## config.mk

```make
export PLATFORM = sky130hd
export DESIGN_NAME = rle_decompressor_flat
export DESIGN_NICKNAME = d
export VERILOG_FILES = /design/src/rtl/rle_decompressor_if.sv /design/src/rtl/rle_decompressor.sv /design/src/flat_wrapper.sv
export SDC_FILE = /design/constraint.sdc
export NUM_CORES = 1
export LEC_CHECK = 0
export CAP_MARGIN = 20
export CELL_PAD_IN_SITES_DETAIL_PLACEMENT = 0
export CELL_PAD_IN_SITES_GLOBAL_PLACEMENT = 1
export CORE_MARGIN = 1
export CORE_UTILIZATION = 45
export CTS_CLUSTER_DIAMETER = 30
export DETAILED_ROUTE_END_ITERATION = 12
export HOLD_SLACK_MARGIN = 0.05
export PLACE_DENSITY = 0.85
export RECOVER_POWER = 50
export SLEW_MARGIN = 5
export SYNTH_ARGS = -nofsm -noshare
export SYNTH_HDL_FRONTEND = slang
export SYNTH_SLANG_ARGS = --single-unit
```

## constraint.sdc

```tcl
create_clock -name Clk -period 6.95 [get_ports Clk]
set_clock_uncertainty 0.2 [all_clocks]
set_input_delay 0.695 -clock Clk [delete_from_list [all_inputs] [get_ports Clk]]
set_output_delay 0.695 -clock Clk [all_outputs]
set_load 0.005 [all_outputs]
```

## src/rtl/rle_decompressor_if.sv

```systemverilog
// Bundles the Start/command, compressed input stream and decompressed write
// outputs of rle_decompressor into one port.
interface rle_decompressor_if #(
    parameter int DATA_WIDTH = 16,
    parameter int ADDR_WIDTH = 13,
    parameter int RUN_WIDTH  = 15
);
    logic                  Start;
    logic [ADDR_WIDTH:0]   Total_Words;
    logic [RUN_WIDTH:0]    In_Data;
    logic                  In_Valid;
    logic                  In_Ready;
    logic [DATA_WIDTH-1:0] Dec_Data;
    logic [ADDR_WIDTH-1:0] Dec_Addr;
    logic                  Dec_Write;
    logic                  Busy;
    logic                  Done;
    logic                  Error;

    modport slave (
        input  Start, Total_Words, In_Data, In_Valid,
        output In_Ready, Dec_Data, Dec_Addr, Dec_Write, Busy, Done, Error
    );

    modport master (
        output Start, Total_Words, In_Data, In_Valid,
        input  In_Ready, Dec_Data, Dec_Addr, Dec_Write, Busy, Done, Error
    );
endinterface

```

## src/rtl/rle_decompressor.sv

```systemverilog
// Run-length decompressor: expands {bit, L} run words one bit per cycle and
// packs them LSB-first into DATA_WIDTH-bit words written at consecutive addresses.
module rle_decompressor #(
    parameter int DATA_WIDTH = 16,
    parameter int ADDR_WIDTH = 13,
    parameter int RUN_WIDTH  = 15
) (
    input  logic              Clk,
    input  logic              Rst,
    rle_decompressor_if.slave bus
);
    localparam int BW = (DATA_WIDTH > 1) ? $clog2(DATA_WIDTH) : 1;
    localparam int RW = RUN_WIDTH + 1;
    localparam int CW = ADDR_WIDTH + 1;

    typedef enum logic [1:0] {IDLE, FETCH, EXPAND, DONE} state_t;

    state_t                state_q, state_d;
    logic [CW-1:0]         total_q, total_d;
    logic [CW-1:0]         word_cnt_q, word_cnt_d;
    logic [BW-1:0]         bit_cnt_q, bit_cnt_d;
    logic [ADDR_WIDTH-1:0] addr_q, addr_d;
    logic [RW-1:0]         remaining_q, remaining_d;
    logic                  run_bit_q, run_bit_d;
    logic [DATA_WIDTH-1:0] pack_q, pack_d;
    logic [DATA_WIDTH-1:0] dec_data_q, dec_data_d;
    logic [ADDR_WIDTH-1:0] dec_addr_q, dec_addr_d;
    logic                  dec_write_q, dec_write_d;
    logic                  error_q, error_d;
    logic [RW-1:0]         rem_next;

    always_comb begin
        state_d     = state_q;
        total_d     = total_q;
        word_cnt_d  = word_cnt_q;
        bit_cnt_d   = bit_cnt_q;
        addr_d      = addr_q;
        remaining_d = remaining_q;
        run_bit_d   = run_bit_q;
        pack_d      = pack_q;
        dec_data_d  = dec_data_q;
        dec_addr_d  = dec_addr_q;
        dec_write_d = 1'b0;
        error_d     = error_q;
        rem_next    = remaining_q - RW'(1);

        case (state_q)
            IDLE, DONE: begin
                if (bus.Start) begin
                    error_d = 1'b0;
                    total_d = bus.Total_Words;
                    if (bus.Total_Words == '0) begin
                        state_d = DONE;
                    end else begin
                        state_d    = FETCH;
                        word_cnt_d = '0;
                        bit_cnt_d  = '0;
                        addr_d     = '0;
                        dec_addr_d = '0;
                        pack_d     = '0;
                    end
                end
            end
            FETCH: begin
                if (bus.In_Valid) begin
                    run_bit_d   = bus.In_Data[RUN_WIDTH];
                    remaining_d = {1'b0, bus.In_Data[RUN_WIDTH-1:0]} + RW'(1);
                    state_d     = EXPAND;
                end
            end
            EXPAND: begin
                pack_d[bit_cnt_q] = run_bit_q;
                remaining_d       = rem_next;
                if (bit_cnt_q == BW'(DATA_WIDTH - 1)) begin
                    dec_write_d = 1'b1;
                    dec_data_d  = pack_d;
                    dec_addr_d  = addr_q;
                    addr_d      = addr_q + ADDR_WIDTH'(1);
                    word_cnt_d  = word_cnt_q + CW'(1);
                    bit_cnt_d   = '0;
                    pack_d      = '0;
                    // Final word: any bits still left in the run are dropped as an overrun.
                    if (word_cnt_d == total_q) begin
                        state_d     = DONE;
                        remaining_d = '0;
                        if (rem_next != '0) error_d = 1'b1;
                    end else if (rem_next == '0) begin
                        state_d = FETCH;
                    end
                end else begin
                    bit_cnt_d = bit_cnt_q + BW'(1);
                    if (rem_next == '0) state_d = FETCH;
                end
            end
            default: state_d = IDLE;
        endcase
    end

    always_ff @(posedge Clk) begin
        if (Rst) begin
            state_q     <= IDLE;
            total_q     <= '0;
            word_cnt_q  <= '0;
            bit_cnt_q   <= '0;
            addr_q      <= '0;
            remaining_q <= '0;
            run_bit_q   <= 1'b0;
            pack_q      <= '0;
            dec_data_q  <= '0;
            dec_addr_q  <= '0;
            dec_write_q <= 1'b0;
            error_q     <= 1'b0;
        end else begin
            state_q     <= state_d;
            total_q     <= total_d;
            word_cnt_q  <= word_cnt_d;
            bit_cnt_q   <= bit_cnt_d;
            addr_q      <= addr_d;
            remaining_q <= remaining_d;
            run_bit_q   <= run_bit_d;
            pack_q      <= pack_d;
            dec_data_q  <= dec_data_d;
            dec_addr_q  <= dec_addr_d;
            dec_write_q <= dec_write_d;
            error_q     <= error_d;
        end
    end

    assign bus.In_Ready  = (state_q == FETCH);
    assign bus.Busy      = (state_q == FETCH) || (state_q == EXPAND);
    assign bus.Done      = (state_q == DONE);
    assign bus.Error     = error_q;
    assign bus.Dec_Data  = dec_data_q;
    assign bus.Dec_Addr  = dec_addr_q;
    assign bus.Dec_Write = dec_write_q;
endmodule

```

## src/flat_wrapper.sv

```systemverilog
// flat-port wrapper written by rule: the top's interface ports become plain ports
module rle_decompressor_flat 
#(
    parameter int DATA_WIDTH = 16,
    parameter int ADDR_WIDTH = 13,
    parameter int RUN_WIDTH  = 15
)
  (Clk, Rst, bus_Start, bus_Total_Words, bus_In_Data, bus_In_Valid, bus_In_Ready, bus_Dec_Data, bus_Dec_Addr, bus_Dec_Write, bus_Busy, bus_Done, bus_Error);
  rle_decompressor_if #(.DATA_WIDTH(DATA_WIDTH), .ADDR_WIDTH(ADDR_WIDTH), .RUN_WIDTH(RUN_WIDTH)) bus_i ();
  input  logic Clk;
  input  logic Rst;
  input wire logic [$bits(bus_i.Start)-1:0] bus_Start;
  input wire logic [$bits(bus_i.Total_Words)-1:0] bus_Total_Words;
  input wire logic [$bits(bus_i.In_Data)-1:0] bus_In_Data;
  input wire logic [$bits(bus_i.In_Valid)-1:0] bus_In_Valid;
  output wire logic [$bits(bus_i.In_Ready)-1:0] bus_In_Ready;
  output wire logic [$bits(bus_i.Dec_Data)-1:0] bus_Dec_Data;
  output wire logic [$bits(bus_i.Dec_Addr)-1:0] bus_Dec_Addr;
  output wire logic [$bits(bus_i.Dec_Write)-1:0] bus_Dec_Write;
  output wire logic [$bits(bus_i.Busy)-1:0] bus_Busy;
  output wire logic [$bits(bus_i.Done)-1:0] bus_Done;
  output wire logic [$bits(bus_i.Error)-1:0] bus_Error;
  assign bus_i.Start = bus_Start;
  assign bus_i.Total_Words = bus_Total_Words;
  assign bus_i.In_Data = bus_In_Data;
  assign bus_i.In_Valid = bus_In_Valid;
  assign bus_In_Ready = bus_i.In_Ready;
  assign bus_Dec_Data = bus_i.Dec_Data;
  assign bus_Dec_Addr = bus_i.Dec_Addr;
  assign bus_Dec_Write = bus_i.Dec_Write;
  assign bus_Busy = bus_i.Busy;
  assign bus_Done = bus_i.Done;
  assign bus_Error = bus_i.Error;
  rle_decompressor #(.DATA_WIDTH(DATA_WIDTH), .ADDR_WIDTH(ADDR_WIDTH), .RUN_WIDTH(RUN_WIDTH)) u_core (.Clk(Clk), .Rst(Rst), .bus(bus_i));
endmodule
```

**Run 1: zoomed window**

Region (80, 80) to (100, 100) um. Cells in gray, sequential cells in the stronger gray; small squares are vias.
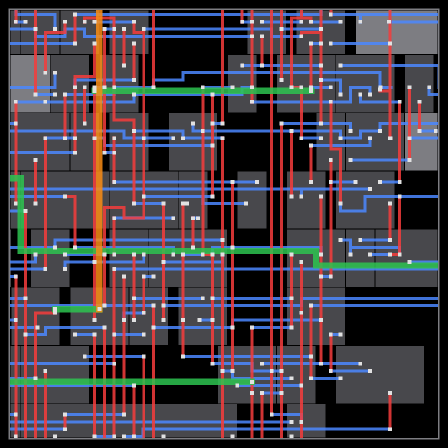
| layer | color |
|---|---|
| metal 3 | green |
| metal 1 | blue |
| metal 4 | orange |
| metal 2 | red |
sequential cells in the window: 1
netlist names of flops here include: u_core.word_cnt_q (1)
most frequent: nor3_1 (4), nand2_1 (4), nand3_1 (4)
cells with their middle in the window: 40

**Run 1: nets reached from selected ports**

(3 px per um)
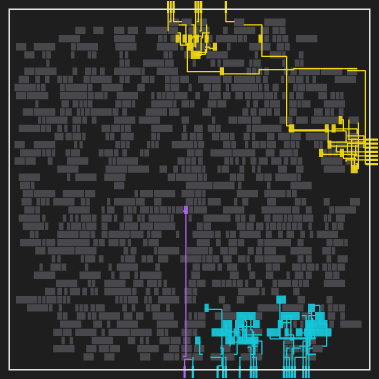
| port | color | direction | end cells | buffers | wire |
|---|---|---|---|---|---|
| bus_In_Data | cyan | input | 32 | 16 | 425 um |
| bus_Total_Words | yellow | input | 18 | 14 | 460 um |
| bus_Busy | purple | output | 1 | 1 | 56.5 um |

==> results.yml, run 1 <==
# flow metrics
status:
  status: "finished, final reports clean"
placement:
  gp_congestion: 0.893
  dp.cells: 991
  io_buffer_count: 67
  dpl.hpwl_um: 10600
routing:
  wl_per_cell_um: 15.4
  wl_um: 15500
  via_count: 5859
finish:
  seq_area_sq_um: 2200
  logic_area_sq_um: 3710
  antenna_cells: 0
  num-nets-final: 872
  area_growth_pct: 15.6
  fill_cells: 1284
synth:
  synthTopCellsByArea: "dfxtp_1 35%, nand2_1 6.9%, nand3_1 4.9%"
  syn-num-nets: 848
  synth_flops: 110
  top_cells_by_count: "114 x nand2_1, 110 x dfxtp_1, 81 x nor2_1"
  ff_type: "dfxtp_1"
  synth_top_cell_by_count: "nand2_1"
  ys_chip_area_sq_um: 6230
grt:
  grtUsageTotal: 0.225
  grt_pass1_vias: 5445
  grt_antenna_before_repair: 0
floorplanning:
  rows: 42
  fp_util: 0.465
final_timing:
  tns_ps: 0
  rsz0062_at_grt: "false"
  setup_viol: 0
  max_slew_margin: 0.144
  worstMarginPinSlew_ps: 1280
hold_path:
  holdPathEnd: "u_core.bus.Dec_Addr[11]$_SDFFE_PP0P_"
  worstHoldPathCells: 2
clocking:
  numCtsBuffers: 9
  cts.path.max_buffers: 2
  cts_resized: 0
  path_clk_slew_ps: 80
  cts_post_setup_buffers_inserted: 0
pwr:
  p_seq_uw: 714
  clock_power_uw: 542
  p_sw_uw: 698
  pwr.group.combinational_uw: 602
  clockPowerShare: 0.292
  power_mw: 1.86
  p_sw_frac: 0.375
job:
  drv_cap: 0
worst_setup_path:
  critPathMaxFanout: 32
  path_buffers: 3
  timing_worst_setup_path_type: "reg -> reg"
  crit_arrival_ps: 4600
**Run 1: met2 routing**

(3 px per um) Cells faint in the background.
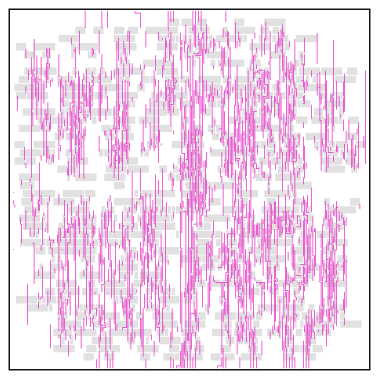
nets with wire on the layer: 728
share of all routed wire: 48%
wire length on this layer: 7,520 um
main direction: vertical

[run 1: stage by stage]
step,instance area (sq um),hold slack (ps),worst slack [ps]
2_1_floorplan,6230,232,4220
3_3_place_gp,6910,243,3370
3_5_place_dp,6910,247,3280
4_1_cts,7220,261,3570
5_1_grt,7210,275,1910
6_report,7210,251,2410
[run 1: cell type report]
class / instances / share of cell area
clock buffers: 10 / 0.0318
clock inverters: 6 / 0.0106
inverters: 16 / 0.00833
multi-input cells: 615 / 0.514
flip-flops and latches: 110 / 0.306
well taps: 176 / 0.0306
repair buffers: 74 / 0.0986
[run 1: cells in the final DEF, fill, tap and decap left out, types with 4 or more instances in the layout]
cell             Yosys  final
nand2_1            114    114
dfxtp_1            110    110
nor2_1              81     81
nand3_1             61     61
a21oi_1             59     59
dlygate4sd3_1        0     34
clkdlybuf4s50_1      0     32
xor2_1              23     23
mux2i_1             22     22
o21ai_0             21     21
a22oi_1             21     21
nor3_1              17     17
nand4_1             17     17
xnor2_1             17     17
inv_1               15     16
a31oi_1             13     13
ha_1                12     12
a211oi_1            11     11
or3_1               10     10
a311oi_1            10     10
nor4_1               9      9
clkbuf_16            0      9
and3_1               8      8
nand2b_1             8      8
a21o_1               7      7
and4_1               6      6
nor2b_1              5      5
or2_2                5      5
o2111ai_1            5      5
buf_4                2      5
or4_1                4      4
o21a_1               4      4
[run 1: metal layers]
layer,track usage,vias up,part of all wire
li1,-,2926,-
met1,0.283,2775,0.46
met2,0.381,140,0.48
met3,0.0561,18,0.047
met4,0.0617,0,0.013
met5,0,-,0
[run 1: logic make-up after synthesis]
family                     Yosys count  synth area share
DFF                                110             0.353
AOI/OAI and AO/OA                  171             0.185
and+or+nand+nor                    369             0.292
xor gates and xnor gates            40            0.0562
buffers and inverters               77            0.0518
muxes                               23            0.0371
adders and majority gates           12            0.0241
**Run 1: metal layers overlaid**

(4 px per um) Only two layers are drawn.
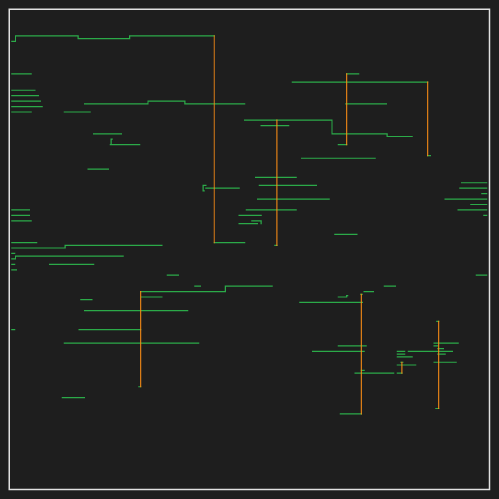

==> run 2, diff against run 1 <==
--- a/config.mk
+++ b/config.mk
@@ -9,11 +9,11 @@
 export CELL_PAD_IN_SITES_DETAIL_PLACEMENT = 0
 export CELL_PAD_IN_SITES_GLOBAL_PLACEMENT = 1
 export CORE_MARGIN = 1
-export CORE_UTILIZATION = 45
+export CORE_UTILIZATION = 42
 export CTS_CLUSTER_DIAMETER = 30
 export DETAILED_ROUTE_END_ITERATION = 12
 export HOLD_SLACK_MARGIN = 0.05
-export PLACE_DENSITY = 0.85
+export PLACE_DENSITY = 0.8
 export RECOVER_POWER = 50
 export SLEW_MARGIN = 5
 export SYNTH_ARGS = -nofsm -noshare
==> constraint.sdc (replaced) <==
create_clock -name Clk -period 4.5 [get_ports Clk]
set_clock_uncertainty 0.2 [all_clocks]
set_input_delay 0.45 -clock Clk [delete_from_list [all_inputs] [get_ports Clk]]
set_output_delay 0.45 -clock Clk [all_outputs]
set_load 0.005 [all_outputs]
**Run 2: metal layers overlaid**

(4 px per um) Only two layers are drawn.
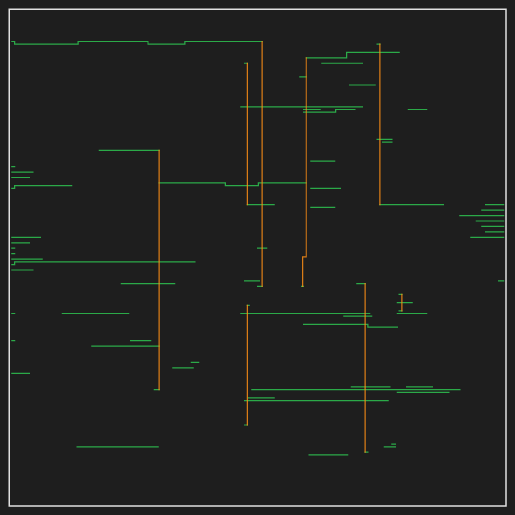
| layer | color | wire length |
|---|---|---|
| metal 3 | green | 717 um |
| metal 4 | orange | 331 um |

==> run 2 against run 1 <==
Net effect:
- the run now ends with capacitance limit, slew limit left
- flip-flop count unchanged
- synthesized area unchanged
- die area increased by 7.0%
- design area about the same
==> results.yml, run 2 <==
# flow metrics
grt:
  grtUsageTotal: 0.222
  grt_antenna_before_repair: 0
finish:
  layout_top_cell: "nand2_1"
  num-nets-final: 874
  area_growth_pct: 15.7
  layout_top_cells: "114 x nand2_1, 110 x dfxtp_1, 81 x nor2_1, 61 x nand3_1, 59 x a21oi_1"
  final_area_sq_um: 7210
  fill_cells: 1426
placement:
  place_ws_ps: 1210
  io_buffer_count: 67
  dp.cells: 1001
  placed_cell_area_sq_um: 6940
  dpl.hpwl_um: 11200
  gp_congestion: 0.840
synth:
  logic_family: "simple AND/OR/NAND/NOR gates"
  synthTopCellsByArea: "dfxtp_1 35%, nand2_1 6.9%, nand3_1 4.9%"
  synth_flops: 110
  synth-xor-area-share: 0.0562
  ys_sh_simple: 0.292
  syn-num-nets: 848
  synth_top_cell_by_count: "nand2_1"
  ys_sh_adder: 0.0241
  ff_type: "dfxtp_1"
  ys_chip_area_sq_um: 6230
clocking:
  path_clk_slew_ps: 70
  cts_post_setup_buffers_inserted: 0
  cts_resized: 0
final_timing:
  max_slew_margin: -0.314
  worst_slack_ps: 989
  whs_ps: 253
  drv_slew: 89
pwr:
  power_mw: 2.85
  p_sw_mw: 1.09
routing:
  wl_per_cell_um: 16.0
  top_layer: "met4"
  wl_met3_um: 717
  dr_wl_met2_um: 7510
  wl_um: 16200
  via_count: 5809
  wl_met1_um: 7670
floorplanning:
  fp_util: 0.430
status:
  status: "finished, violations left"
  violations: "capacitance limit, slew limit"
worst_setup_path:
  timing_worst_setup_path_type: "in -> reg"
job:
  drv_cap: 2
run 2: power by group through the flow:
stage	Clock (mW)	Combinational, mW	Sequential (mW)
after floorplan	0	0.721	1.09
after global placement	0	0.944	1.12
after detailed placement	0	0.962	1.13
after CTS	0.814	0.967	1.10
after global routing	0.841	1.06	1.11
final	0.789	0.962	1.10
run 2: layout make-up:
type,count,area [sq um],share of cell area
clock inverters,5,38.8,0.00538
well taps,184,230,0.0319
repair buffers,76,728,0.101
inverters,16,60.1,0.00833
clock buffers,11,243,0.0337
multi-input cells,615,3710,0.514
flip-flops and latches,110,2200,0.305
run 2: path summary, 6_finish.rpt:
| check | start | end | slack (ps) | cells past startpoint |
|---|---|---|---|---|
| min reg2reg | u_core.bus.Dec_Addr[5]$_SDFFE_PP0P_ | u_core.bus.Dec_Addr[5]$_SDFFE_PP0P_ | 250 | 2 |
| min | u_core.bus.Dec_Addr[5]$_SDFFE_PP0P_ | u_core.bus.Dec_Addr[5]$_SDFFE_PP0P_ | 250 | 2 |
| max | Rst | u_core.word_cnt_q[3]$_SDFFE_PP0P_ | 990 | 3 |
| max reg2reg | u_core.state_q[1]$_SDFFE_PP0P_ | u_core.remaining_q[14]$_SDFFE_PP0P_ | 1010 | 8 |
run 2: per-layer routing:
metal	up-vias	track usage
li1	2914	-
met5	-	0
met1	2763	0.284
met4	0	0.0813
met2	112	0.366
met3	20	0.0453
run 2: kinds of logic after synthesis:
logic type	after synthesis
flops	110
simple gates	369
mux	23
buf+inv	77
xor+xnor	40
compound gates	171
fa+ha+maj	12
run 2: critical path, stage by stage:
cell and delay, ps:
clkbuf_1 1380, clkbuf_1 1500, nor2_1 120
**Run 2: met2 routing**

(3 px per um) Cells faint in the background.
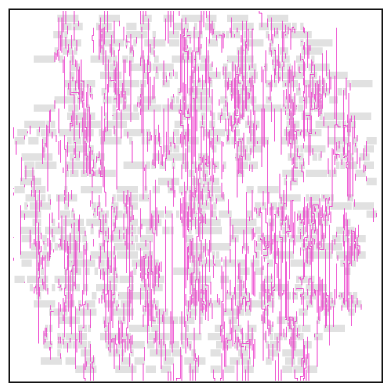

==> run 3, diff against run 2 <==
==> constraint.sdc (replaced) <==
create_clock -name Clk -period 3.6 [get_ports Clk]
set_clock_uncertainty 0.2 [all_clocks]
set_input_delay 0.36 -clock Clk [delete_from_list [all_inputs] [get_ports Clk]]
set_output_delay 0.36 -clock Clk [all_outputs]
set_load 0.005 [all_outputs]
**Run 3: met2 routing**

(3 px per um) Cells faint in the background.
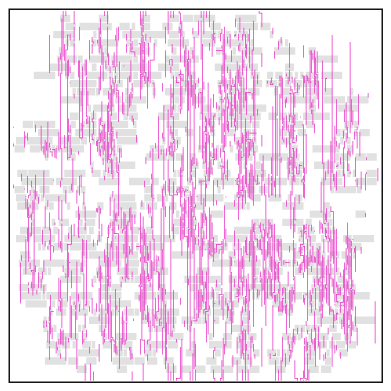
nets with wire on the layer: 711
main direction: vertical
longest straight run: 45.9 um

==> run 3 against run 2 <==
Net effect:
- the flow now finishes without violations
- largest power group unchanged
- flip-flop count stayed put
- die area is the same
- hold slack about the same
- power increased by 23%
- sequential share of layout area is 0.16 points lower
- synthesized cell count unchanged
- critical path depth grew 5
- global-route usage shrank 0.68 points
==> results.yml, run 3 <==
# flow metrics
status:
  status: "finished, final reports clean"
job:
  drv_cap: 0
hold_path:
  min-delay-start: "u_core.bus.Dec_Addr[5]$_SDFFE_PP0P_"
  worstHoldPathCells: 2
synth:
  ff_type: "dfxtp_1"
  ys_chip_area_sq_um: 6230
  synthTopCellsByArea: "dfxtp_1 35%, nand2_1 6.9%, nand3_1 4.9%"
routing:
  via_count: 5775
  wl_um: 15700
finish:
  area_growth_pct: 16.3
  final_area_sq_um: 7250
  logic_area_sq_um: 3710
  fill_cells: 1432
  layout_top_cell: "nand2_1"
  seq_area_sq_um: 2200
floorplanning:
  fp_util: 0.430
worst_setup_path:
  reg2regPathDepth: 8
  startpoint: "u_core.word_cnt_q[0]$_SDFFE_PP0P_"
  r2r_slack_ps: 330
placement:
  dpl.hpwl_um: 11100
  placed_cell_area_sq_um: 6990
  place_ws_ps: 360
clocking:
  cts_resized: 0
  path_clk_slew_ps: 70
final_timing:
  worst_slack_ps: 331
==> run 3: cell counts after synthesis <==
Identical to the previous run, type by type.
==> run 3: critical path, stage by stage, from the launching register on <==
cell	delay (ps)
dfxtp_1	440
ha_1	390
nand4_4	190
or4_1	500
xnor2_1	210
a2111oi_4	340
nand4_4	380
a311oi_1	390
a211oi_1	80
==> run 3: kinds of logic (layout without fill, tap and decap cells) <==
family / count (synthesis) / count (layout) / share of synthesized area
mux: 23 / 23 / 0.0371
compound gates: 171 / 171 / 0.185
simple gates: 369 / 369 / 0.292
fa+ha+maj: 12 / 12 / 0.0241
buf+inv: 77 / 114 / 0.0518
flops: 110 / 110 / 0.353
xor+xnor: 40 / 40 / 0.0562
==> run 3: power groups by stage <==
stage / logic [mW] / registers (mW) / clock network [mW]
3_3_place_gp: 1.18 / 1.40 / 0
5_1_grt: 1.34 / 1.39 / 1.03
3_5_place_dp: 1.21 / 1.41 / 0
6_report: 1.19 / 1.38 / 0.951
2_1_floorplan: 0.902 / 1.37 / 0
4_1_cts: 1.22 / 1.38 / 0.975
==> run 3: final cells by class <==
| cell class | count | area share |
|---|---|---|
| Tap cell | 184 | 0.0318 |
| Sequential cell | 110 | 0.304 |
| Multi-Input combinational cell | 615 | 0.512 |
| Clock buffer | 9 | 0.0311 |
| Inverter | 16 | 0.00829 |
| Clock inverter | 6 | 0.00656 |
| Timing Repair Buffer | 83 | 0.107 |
==> run 3: routing by layer <==
metal / global-route usage / share of wire
met4: 0.0633 / 0.014
met1: 0.283 / 0.47
met3: 0.0508 / 0.044
met5: 0 / 0
met2: 0.348 / 0.47
Power and IR drop assume default switching activity.
